## src/rtl/mult_div_if.sv

```systemverilog
// Operand/result bundle between execute stage and mult_div_unit.
// master drives requests and MTHI/MTLO, slave returns HI/LO status.
interface mult_div_if #(
  parameter int XLEN = 32
);
  logic            Start;
  logic [1:0]      Op;
  logic [XLEN-1:0] A;
  logic [XLEN-1:0] B;
  logic            HiWrite;
  logic            LoWrite;
  logic [XLEN-1:0] WriteData;
  logic            Busy;
  logic            Done;
  logic            DivZero;
  logic [XLEN-1:0] HI;
  logic [XLEN-1:0] LO;

  modport master (
    output Start, Op, A, B,
    output HiWrite, LoWrite, WriteData,
    input  Busy, Done, DivZero, HI, LO
  );

  modport slave (
    input  Start, Op, A, B,
    input  HiWrite, LoWrite, WriteData,
    output Busy, Done, DivZero, HI, LO
  );
endinterface

```

## src/rtl/mult_div_unit.sv

```systemverilog
// Iterative MULT/MULTU/DIV/DIVU unit with HI/LO registers.
// Fixed 33-cycle latency: 32 shift-add or restoring steps plus sign fixup.
module mult_div_unit #(
  parameter int XLEN  = 32,
  parameter int CNT_W = 6
) (
  input logic       CLK,
  input logic       RESET,
  mult_div_if.slave bus
);
  typedef enum logic [1:0] {
    IDLE,
    CALC,
    FIXUP
  } state_t;

  state_t r_state;
  state_t w_state_nxt;

  logic [CNT_W-1:0]  r_cnt;
  logic [1:0]        r_op;
  logic [XLEN-1:0]   r_b;
  logic [XLEN-1:0]   r_a_orig;
  logic [XLEN-1:0]   r_hi;
  logic [XLEN-1:0]   r_lo;
  logic [2*XLEN-1:0] r_acc;
  logic              r_neg_q;
  logic              r_neg_r;
  logic              r_busy;
  logic              r_done;
  logic              r_dz;

  logic              w_sgn_in;
  logic              w_sgn_op;
  logic              w_dz;
  logic [XLEN-1:0]   w_abs_a;
  logic [XLEN-1:0]   w_abs_b;
  logic [XLEN:0]     w_sum;
  logic [XLEN:0]     w_diff;
  logic [2*XLEN-1:0] w_acc_nxt;
  logic [2*XLEN-1:0] w_prod;
  logic [XLEN-1:0]   w_quo;
  logic [XLEN-1:0]   w_rem;
  logic [XLEN-1:0]   w_fix_hi;
  logic [XLEN-1:0]   w_fix_lo;

  assign w_sgn_in = ~bus.Op[0];
  assign w_abs_a  = (w_sgn_in && bus.A[XLEN-1]) ? -bus.A : bus.A;
  assign w_abs_b  = (w_sgn_in && bus.B[XLEN-1]) ? -bus.B : bus.B;

  // r_op[1] selects divide, r_op[0] selects unsigned
  assign w_sgn_op = ~r_op[0];
  assign w_dz     = r_op[1] && (r_b == '0);

  assign bus.Busy    = r_busy;
  assign bus.Done    = r_done;
  assign bus.DivZero = r_dz;
  assign bus.HI      = r_hi;
  assign bus.LO      = r_lo;

  always_comb begin
    w_sum  = {1'b0, r_acc[2*XLEN-1:XLEN]} + {1'b0, r_b};
    w_diff = r_acc[2*XLEN-1:XLEN-1] - {1'b0, r_b};
    if (r_op[1]) begin
      // restoring step: remainder in upper half, quotient shifts in below
      w_acc_nxt = w_diff[XLEN]
                ? {r_acc[2*XLEN-2:0], 1'b0}
                : {w_diff[XLEN-1:0], r_acc[XLEN-2:0], 1'b1};
    end else begin
      w_acc_nxt = r_acc[0]
                ? {w_sum, r_acc[XLEN-1:1]}
                : {1'b0, r_acc[2*XLEN-1:1]};
    end
  end

  always_comb begin
    w_prod = (w_sgn_op && r_neg_q) ? -r_acc : r_acc;
    w_quo  = (w_sgn_op && r_neg_q) ? -r_acc[XLEN-1:0]
                                   : r_acc[XLEN-1:0];
    w_rem  = (w_sgn_op && r_neg_r) ? -r_acc[2*XLEN-1:XLEN]
                                   : r_acc[2*XLEN-1:XLEN];
    if (!r_op[1]) begin
      w_fix_hi = w_prod[2*XLEN-1:XLEN];
      w_fix_lo = w_prod[XLEN-1:0];
    end else if (w_dz) begin
      w_fix_hi = r_a_orig;
      w_fix_lo = '1;
    end else begin
      w_fix_hi = w_rem;
      w_fix_lo = w_quo;
    end
  end

  always_comb begin
    w_state_nxt = r_state;
    unique case (r_state)
      IDLE:    if (bus.Start) w_state_nxt = CALC;
      CALC:    if (r_cnt == CNT_W'(XLEN-1)) w_state_nxt = FIXUP;
      FIXUP:   w_state_nxt = IDLE;
      default: w_state_nxt = IDLE;
    endcase
  end

  always_ff @(posedge CLK or negedge RESET) begin
    if (!RESET) begin
      r_state  <= IDLE;
      r_cnt    <= '0;
      r_op     <= '0;
      r_b      <= '0;
      r_a_orig <= '0;
      r_hi     <= '0;
      r_lo     <= '0;
      r_acc    <= '0;
      r_neg_q  <= 1'b0;
      r_neg_r  <= 1'b0;
      r_busy   <= 1'b0;
      r_done   <= 1'b0;
      r_dz     <= 1'b0;
    end else begin
      r_state <= w_state_nxt;
      r_done  <= 1'b0;
      unique case (r_state)
        IDLE: begin
          if (bus.Start) begin
            r_op     <= bus.Op;
            r_acc    <= {{XLEN{1'b0}}, w_abs_a};
            r_b      <= w_abs_b;
            r_a_orig <= bus.A;
            r_neg_q  <= bus.A[XLEN-1] ^ bus.B[XLEN-1];
            r_neg_r  <= bus.A[XLEN-1];
            r_cnt    <= '0;
            r_busy   <= 1'b1;
          end else begin
            if (bus.HiWrite) r_hi <= bus.WriteData;
            if (bus.LoWrite) r_lo <= bus.WriteData;
          end
        end
        CALC: begin
          r_acc <= w_acc_nxt;
          r_cnt <= r_cnt + 1'b1;
        end
        FIXUP: begin
          r_hi   <= w_fix_hi;
          r_lo   <= w_fix_lo;
          r_dz   <= w_dz;
          r_done <= 1'b1;
          r_busy <= 1'b0;
        end
        default: ;
      endcase
    end
  end
endmodule

```

## src/flat_wrapper.sv

```systemverilog
// flat-port wrapper written by rule: the top's interface ports become plain ports
module mult_div_unit_flat 
#(
  parameter int XLEN  = 32,
  parameter int CNT_W = 6
)
  (CLK, RESET, bus_Start, bus_Op, bus_A, bus_B, bus_HiWrite, bus_LoWrite, bus_WriteData, bus_Busy, bus_Done, bus_DivZero, bus_HI, bus_LO);
  mult_div_if #(.XLEN(XLEN)) bus_i ();
  input logic CLK;
  input logic RESET;
  input wire logic [$bits(bus_i.Start)-1:0] bus_Start;
  input wire logic [$bits(bus_i.Op)-1:0] bus_Op;
  input wire logic [$bits(bus_i.A)-1:0] bus_A;
  input wire logic [$bits(bus_i.B)-1:0] bus_B;
  input wire logic [$bits(bus_i.HiWrite)-1:0] bus_HiWrite;
  input wire logic [$bits(bus_i.LoWrite)-1:0] bus_LoWrite;
  input wire logic [$bits(bus_i.WriteData)-1:0] bus_WriteData;
  output wire logic [$bits(bus_i.Busy)-1:0] bus_Busy;
  output wire logic [$bits(bus_i.Done)-1:0] bus_Done;
  output wire logic [$bits(bus_i.DivZero)-1:0] bus_DivZero;
  output wire logic [$bits(bus_i.HI)-1:0] bus_HI;
  output wire logic [$bits(bus_i.LO)-1:0] bus_LO;
  assign bus_i.Start = bus_Start;
  assign bus_i.Op = bus_Op;
  assign bus_i.A = bus_A;
  assign bus_i.B = bus_B;
  assign bus_i.HiWrite = bus_HiWrite;
  assign bus_i.LoWrite = bus_LoWrite;
  assign bus_i.WriteData = bus_WriteData;
  assign bus_Busy = bus_i.Busy;
  assign bus_Done = bus_i.Done;
  assign bus_DivZero = bus_i.DivZero;
  assign bus_HI = bus_i.HI;
  assign bus_LO = bus_i.LO;
  mult_div_unit #(.XLEN(XLEN), .CNT_W(CNT_W)) u_core (.CLK(CLK), .RESET(RESET), .bus(bus_i));
endmodule
```

## config.mk

```make
export PLATFORM = sky130hd
export DESIGN_NAME = mult_div_unit_flat
export DESIGN_NICKNAME = d
export VERILOG_FILES = /design/src/rtl/mult_div_if.sv /design/src/rtl/mult_div_unit.sv /design/src/flat_wrapper.sv
export SDC_FILE = /design/constraint.sdc
export NUM_CORES = 1
export LEC_CHECK = 0
export CELL_PAD_IN_SITES_DETAIL_PLACEMENT = 0
export CELL_PAD_IN_SITES_GLOBAL_PLACEMENT = 2
export CORE_MARGIN = 2
export CORE_UTILIZATION = 30
export DETAILED_ROUTE_END_ITERATION = 10
export PLACE_DENSITY_LB_ADDON = 0.1
export SYNTH_ARGS = -nofsm -noshare
export SYNTH_HDL_FRONTEND = slang
export SYNTH_SLANG_ARGS = --single-unit
```

## constraint.sdc

```tcl
create_clock -name CLK -period 5.7 [get_ports CLK]
set_input_delay 0.57 -clock CLK [delete_from_list [all_inputs] [get_ports CLK]]
set_output_delay 0.57 -clock CLK [all_outputs]
set_load 0.02 [all_outputs]
```

run_1/layer_met1.png
Supply wires on this layer in grey.
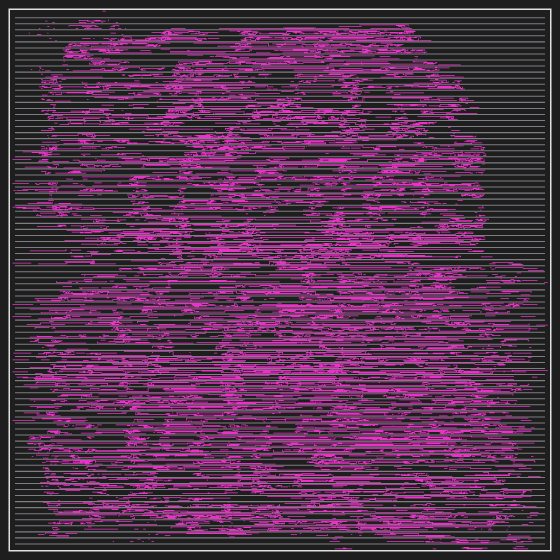
2201 nets have wire on it. The layer holds 49% of the routed length. The longest straight run is 110 µm. The wires run mostly horizontal.
met1 Use GR: 0.3736
Detailed Route WL: 75460 µm
vias: 16.80k

run_1/power_grid.png
Pins as bars on the die edge.
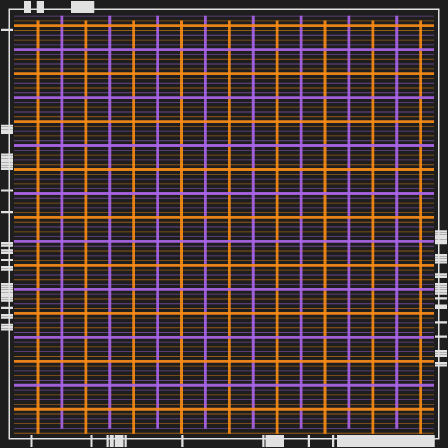
Purple stands for VDD. Orange stands for VSS.
17 straps on met4. 17 straps on met5. The core has 87 rows. 88 met1 rails follow the rows. 170 signal pins sit on the boundary.
die height: 242.8 µm
VDD IR-drop max: 0.0002449 V
Die X-Extent: 242.8 µm
Core ar.: 56390 µm²

run_1/clocks.png
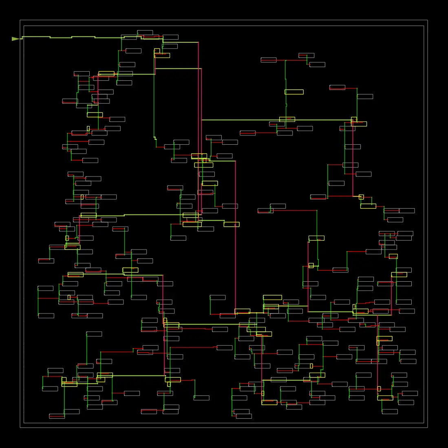
# clock sinks: 206
clock buf count: 37
Worst Skew: 28.86 ps
CTS buffer count: 28
latest clock arrival within the worst-skew pair: 600 ps

[run 1: per-layer routing]
layer  track usage  share of wire
met2        0.3700           0.43
met1        0.3736           0.49
met4       0.04764          0.016
met3       0.04556          0.064
met5             0              0
[run 1: repair_timing]
action / in CTS / in global routing
hold buffers: 1 / 0
setup endpoints to repair: 0 / 0
buffers inserted: 0 / 0
hold endpoints to repair: 3 / 0
[run 1: sequential cells by signal, summed over array words and instances, names as in the netlist]
register,cells
u_core.bus.LO,32
u_core.r_op,2
u_core.r_acc,64
u_core.r_a_orig,31
u_core.r_neg_q,1
u_core.r_b,32
u_core.bus.Done,1
u_core.bus.HI,32
u_core.r_state,2
u_core.r_neg_r,1
u_core.bus.DivZero,1
u_core.bus.Busy,1
u_core.r_cnt,6
[run 1: how the worst min path moves through the flow]
stage	slack (ps)	cells after the start	endpoint	startpoint
floorplan	270	0	u_core.bus.Busy	RESET
global placement	460	2	u_core.bus.HI[9]	u_core.bus.HI[9]
detailed placement	470	2	u_core.r_a_orig[0]	u_core.r_a_orig[0]
CTS	480	2	u_core.r_a_orig[0]	u_core.r_a_orig[0]
global route	510	2	u_core.bus.HI[9]	u_core.bus.HI[9]
finish	480	2	u_core.bus.HI[9]	u_core.bus.HI[9]
[run 1: kinds of logic (layout without fill, tap and decap cells)]
kind of cell	count (synthesis)	count (layout)	synth area share
buffers and inverters	223	323	0.05105
adder cells (fa/ha/maj)	71	71	0.05280
other	0	1	0
multiplexers	71	71	0.04190
flip-flops	206	206	0.3013
AND-OR/OR-AND	691	691	0.2623
XOR/XNOR	186	186	0.09522
AND/OR/NAND/NOR	697	697	0.1955
[run 1: tightest hold or removal path: stages (launching register included)]
cell and delay, ps:
dfrtp_1 340, nand2_1 50, o21ai_0 60
==> run summary, run 1 <==
status - finished clean
Critical Path AT - 4750 ps
R2R depth - 13
kind of cell adding the most delay to the critical path - AND-OR/OR-AND gates
share of cells above drive strength 1 - 0.06102
Commonest cells post-synth - nand2_1 (286), dfrtp_1 (206), o21ai_0 (193)
crit end category - flop
first-pass GRT wire length - 110800 µm
syn_area_per_cell - 7.976 µm²
DR pass1 iterations - 5
FFs w/ async S/R, synth - 1.000
critical path required time - 6180 ps
WP depth - 13
fin area - 20410 µm²
CTS tree - done
MaxCap Viol Count - 0
total power - 12.57 mW
logic area - 11120 µm²
Setup crit end - u_core.r_acc[37]
Register Area - 5160 µm²
==> inputs of run 2 (changes only) <==
- clock period: 5.7 -> 4 ns (I/O delays scaled with it)
run_2/flops_by_reg.png
Other sequential cells in the stronger grey, the rest of the logic in the fainter grey.
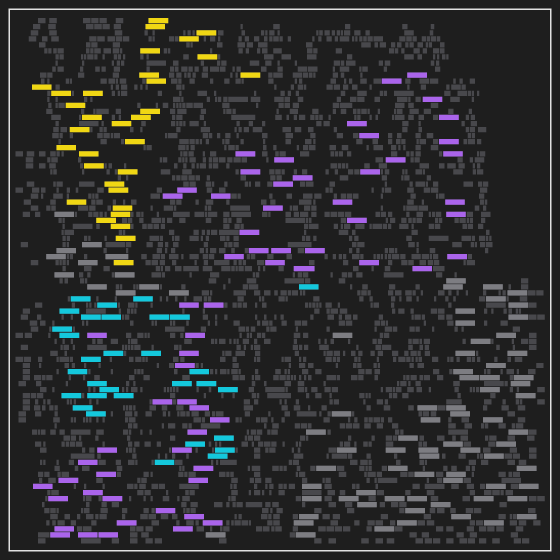
Yellow stands for u_core.r_b, flops 32, where upper left. Purple stands for u_core.r_acc, flops 64, where spread over the die. Cyan stands for u_core.r_a_orig, flops 31.
Another 79 sequential cells are not coloured.

==> run summary, run 2 <==
status - finished clean
Register Area - 5160 µm² (unchanged)
crit end category - flop
Worst Skew - 18.54 ps (-10.32 ps)
first-pass GRT wire length - 112400 µm (+1.5%)
FFs w/ async S/R, synth - 1.000 (unchanged)
XOR/XNOR Area Share - 0.09522 (unchanged)
CTS buffer count - 28 (unchanged)
met1 Use GR - 0.3934 (+0.01979)
CTS tree - done
share of cells above drive strength 1 - 0.08851 (+0.02749)
DR pass1 iterations - 6 (+1)
Simple-Gate Area Share - 0.1955 (unchanged)
VDD IR-drop max - 0.0005127 V (+110%)
die height - 242.8 µm (unchanged)
Critical Path AT - 4150 ps (-600 ps)
met2 usage - 0.3783 (+0.008319)
Post-CTS Setup Bufs - 0 (unchanged)
Die X-Extent - 242.8 µm (unchanged)
Largest register FFs - 64 (unchanged)
GRT Max-Usage Layer - met1
latest clock arrival within the worst-skew pair - 580 ps (-20 ps)
routed wl met2 - 32850 µm (+1.7%)
WL met3 - 4141 µm (-14%)
syn_area_per_cell - 7.976 µm² (unchanged)
# clock sinks - 206 (unchanged)
## run 2: cell counts after synthesis
Identical to the previous run, type by type.
## run 2: worst paths after layout
check	cells past startpoint	start	to	slack, ps
worst max register to register	9	u_core.r_acc[5]	u_core.bus.HI[28]	270
worst max-delay path	9	u_core.r_acc[5]	u_core.bus.HI[28]	270
max in group asynchronous	3	RESET	u_core.bus.HI[6]	2620
worst min-delay path	2	RESET	u_core.r_acc[8]	410
min in group CLK	3	bus_Op[1]	u_core.r_op[1]	440
worst min register to register	2	u_core.bus.HI[3]	u_core.bus.HI[3]	470
## run 2: worst max-delay path: stages (launching register included)
cell and delay [ps]:
dfrtp_1 490, nor4_1 930, and3_1 330, and4_1 350, and4_1 550, a31oi_1 180, xnor2_1 160, nor2_1 50
a221oi_1 410, o21ai_0 130
## run 2: power groups by stage
stage                     Combinational (mW)  Clock (mW)  Sequential, mW
after floorplan                         7.52           0            3.67
after global placement                  11.5           0            3.99
after detailed placement                11.5           0            3.99
after CTS                               11.5        2.71            3.96
after global routing                    12.6        2.79            4.08
final                                   11.6        2.66            3.99
## run 2: final cells by class
| type | instances | area share |
|---|---|---|
| Sequential cell | 206 | 0.2463 |
| Multi-Input combinational cell | 1716 | 0.5306 |
| Tap cell | 756 | 0.04515 |
| Inverter | 70 | 0.01254 |
| Clock buffer | 40 | 0.03756 |
| Clock inverter | 11 | 0.007763 |
| Timing Repair Buffer | 273 | 0.1201 |
## run 2: through the flow
stage | power (mW) | area, µm² | hold slack [ps] | cells
after detailed placement | 15.46 | 19990 | 455.6 | 3020
after floorplan | 11.19 | 17110 | 104.4 | 2145
after global placement | 15.47 | 19990 | 458.5 | 3020
final | 18.26 | 20950 | 406.9 | 3072
after global routing | 19.49 | 20950 | 467.7 | 3072
after CTS | 18.19 | 20950 | 414.8 | 3072
==> inputs of run 3 (changes only) <==
- CTS_CLUSTER_SIZE: unset -> 14
run_3/flops_by_reg.png
Other sequential cells in the stronger grey, the rest of the logic in the fainter grey.
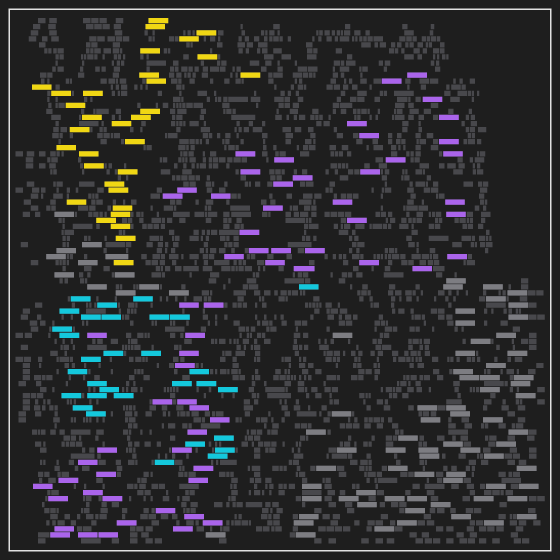
Yellow stands for u_core.r_b, flops 32, where upper left. Purple stands for u_core.r_acc, flops 64, where spread over the die. Cyan stands for u_core.r_a_orig, flops 31.
Another 79 sequential cells are not coloured.
fin util: 0.3716
Register Area: 5160 µm²
sequential cell area share: 0.2463

==> run summary, run 3 <==
vias in the first global route - 16.30k
CP peak stage delay - 930 ps (about the same)
I/O pin count - 170
Finished Layout Cells - 3072 (unchanged)
WL met3 - 4141 µm (unchanged)
# setup viols final - 0
die area - 58960 µm²
GRT Max-Usage Layer - met1
Die X-Extent - 242.8 µm (unchanged)
Largest register FFs - 64 (unchanged)
share of cells above drive strength 1 - 0.08851 (unchanged)
Critical Path AT - 4150 ps (about the same)
post-route antenna net violation count - 0
dpl cell area - 19990 µm² (unchanged)
Mapped Cells - 2145
FFs w/ async S/R, synth - 1.000 (unchanged)
latest clock arrival within the worst-skew pair - 580 ps (about the same)
crit end category - flop
routed wl met2 - 32850 µm (unchanged)
DR pass1 iterations - 6 (unchanged)
Detailed Route WL - 76220 µm
CP max stage cell - nor4_1
Port Buffers - 169
CP cell instances - nor4_1 > and3_1 > and4_1 > and4_1 > a31oi_1 > xnor2_1 > nor2_1 > a221oi_1 > o21ai_0
max_slew headroom - 0.2610
GR Util met3 - 0.02399
met1 Use GR - 0.3934 (unchanged)
CTS tree - done
largest net degree at the start of global routing - 86
Worst Skew - 18.54 ps (unchanged)
total power - 18.26 mW (unchanged)
ys flop type - dfrtp_1
Top cell by count, worst path - and4_1
Commonest cells post-synth - nand2_1 (286), dfrtp_1 (206), o21ai_0 (193)
die height - 242.8 µm (unchanged)
met2 usage - 0.3783 (unchanged)
fin area - 20950 µm² (unchanged)
# clock sinks - 206 (unchanged)
status - finished clean
Hold WS - 406.9 ps (unchanged)
placed cells - 3020 (unchanged)
## run 3: power breakdown
group          switching, mW  internal (mW)  leakage, nW
registers               1.12           2.87         2.48
logic                   6.91           4.70         5.70
clock network           1.04           1.62        0.455
## run 3: repair_timing
item / in CTS / in global routing
endpoints found under the hold margin: 81 / 0
hold buffers: 1 / 0
setup endpoints to repair: 0 / 0
setup buffers: 0 / 0
## run 3: worst paths after layout
check / end / slack (ps) / startpoint / cells after the start
min reg2reg: u_core.bus.HI[3] / 470 / u_core.bus.HI[3] / 2
min in group CLK: u_core.r_op[1] / 440 / bus_Op[1] / 3
max: u_core.bus.HI[28] / 270 / u_core.r_acc[5] / 9
min: u_core.r_acc[8] / 410 / RESET / 2
max in group asynchronous: u_core.bus.HI[6] / 2620 / RESET / 3
max reg2reg: u_core.bus.HI[28] / 270 / u_core.r_acc[5] / 9
## run 3: final cells by class
| type | count | area [µm²] |
|---|---|---|
| fillers | 6031 | 35430 |
| multi-input cells | 1716 | 11120 |
| flip-flops and latches | 206 | 5160 |
| repair buffers | 273 | 2517 |
| well taps | 756 | 945.9 |
| clock buffers | 40 | 787.0 |
| inverters | 70 | 262.8 |
| clock inverters | 11 | 162.7 |
## run 3: cell families (layout without fill, tap and decap cells)
kind of cell    count (synthesis)  in the layout  synth area share
flops                         206            206            0.3013
xor+xnor                      186            186           0.09522
simple gates                  697            697            0.1955
buf+inv                       223            394           0.05105
mux                            71             71           0.04190
compound gates                691            691            0.2623
fa+ha+maj                      71             71           0.05280
## run 3: critical path, delay by kind of cell (launching register included)
family / cells / cell delay, ps
xor gates and xnor gates: 1 / 160
DFF: 1 / 490
and+or+nand+nor: 5 / 2210
AOI/OAI and AO/OA: 3 / 720
Power is estimated from default activity; no workload was simulated.
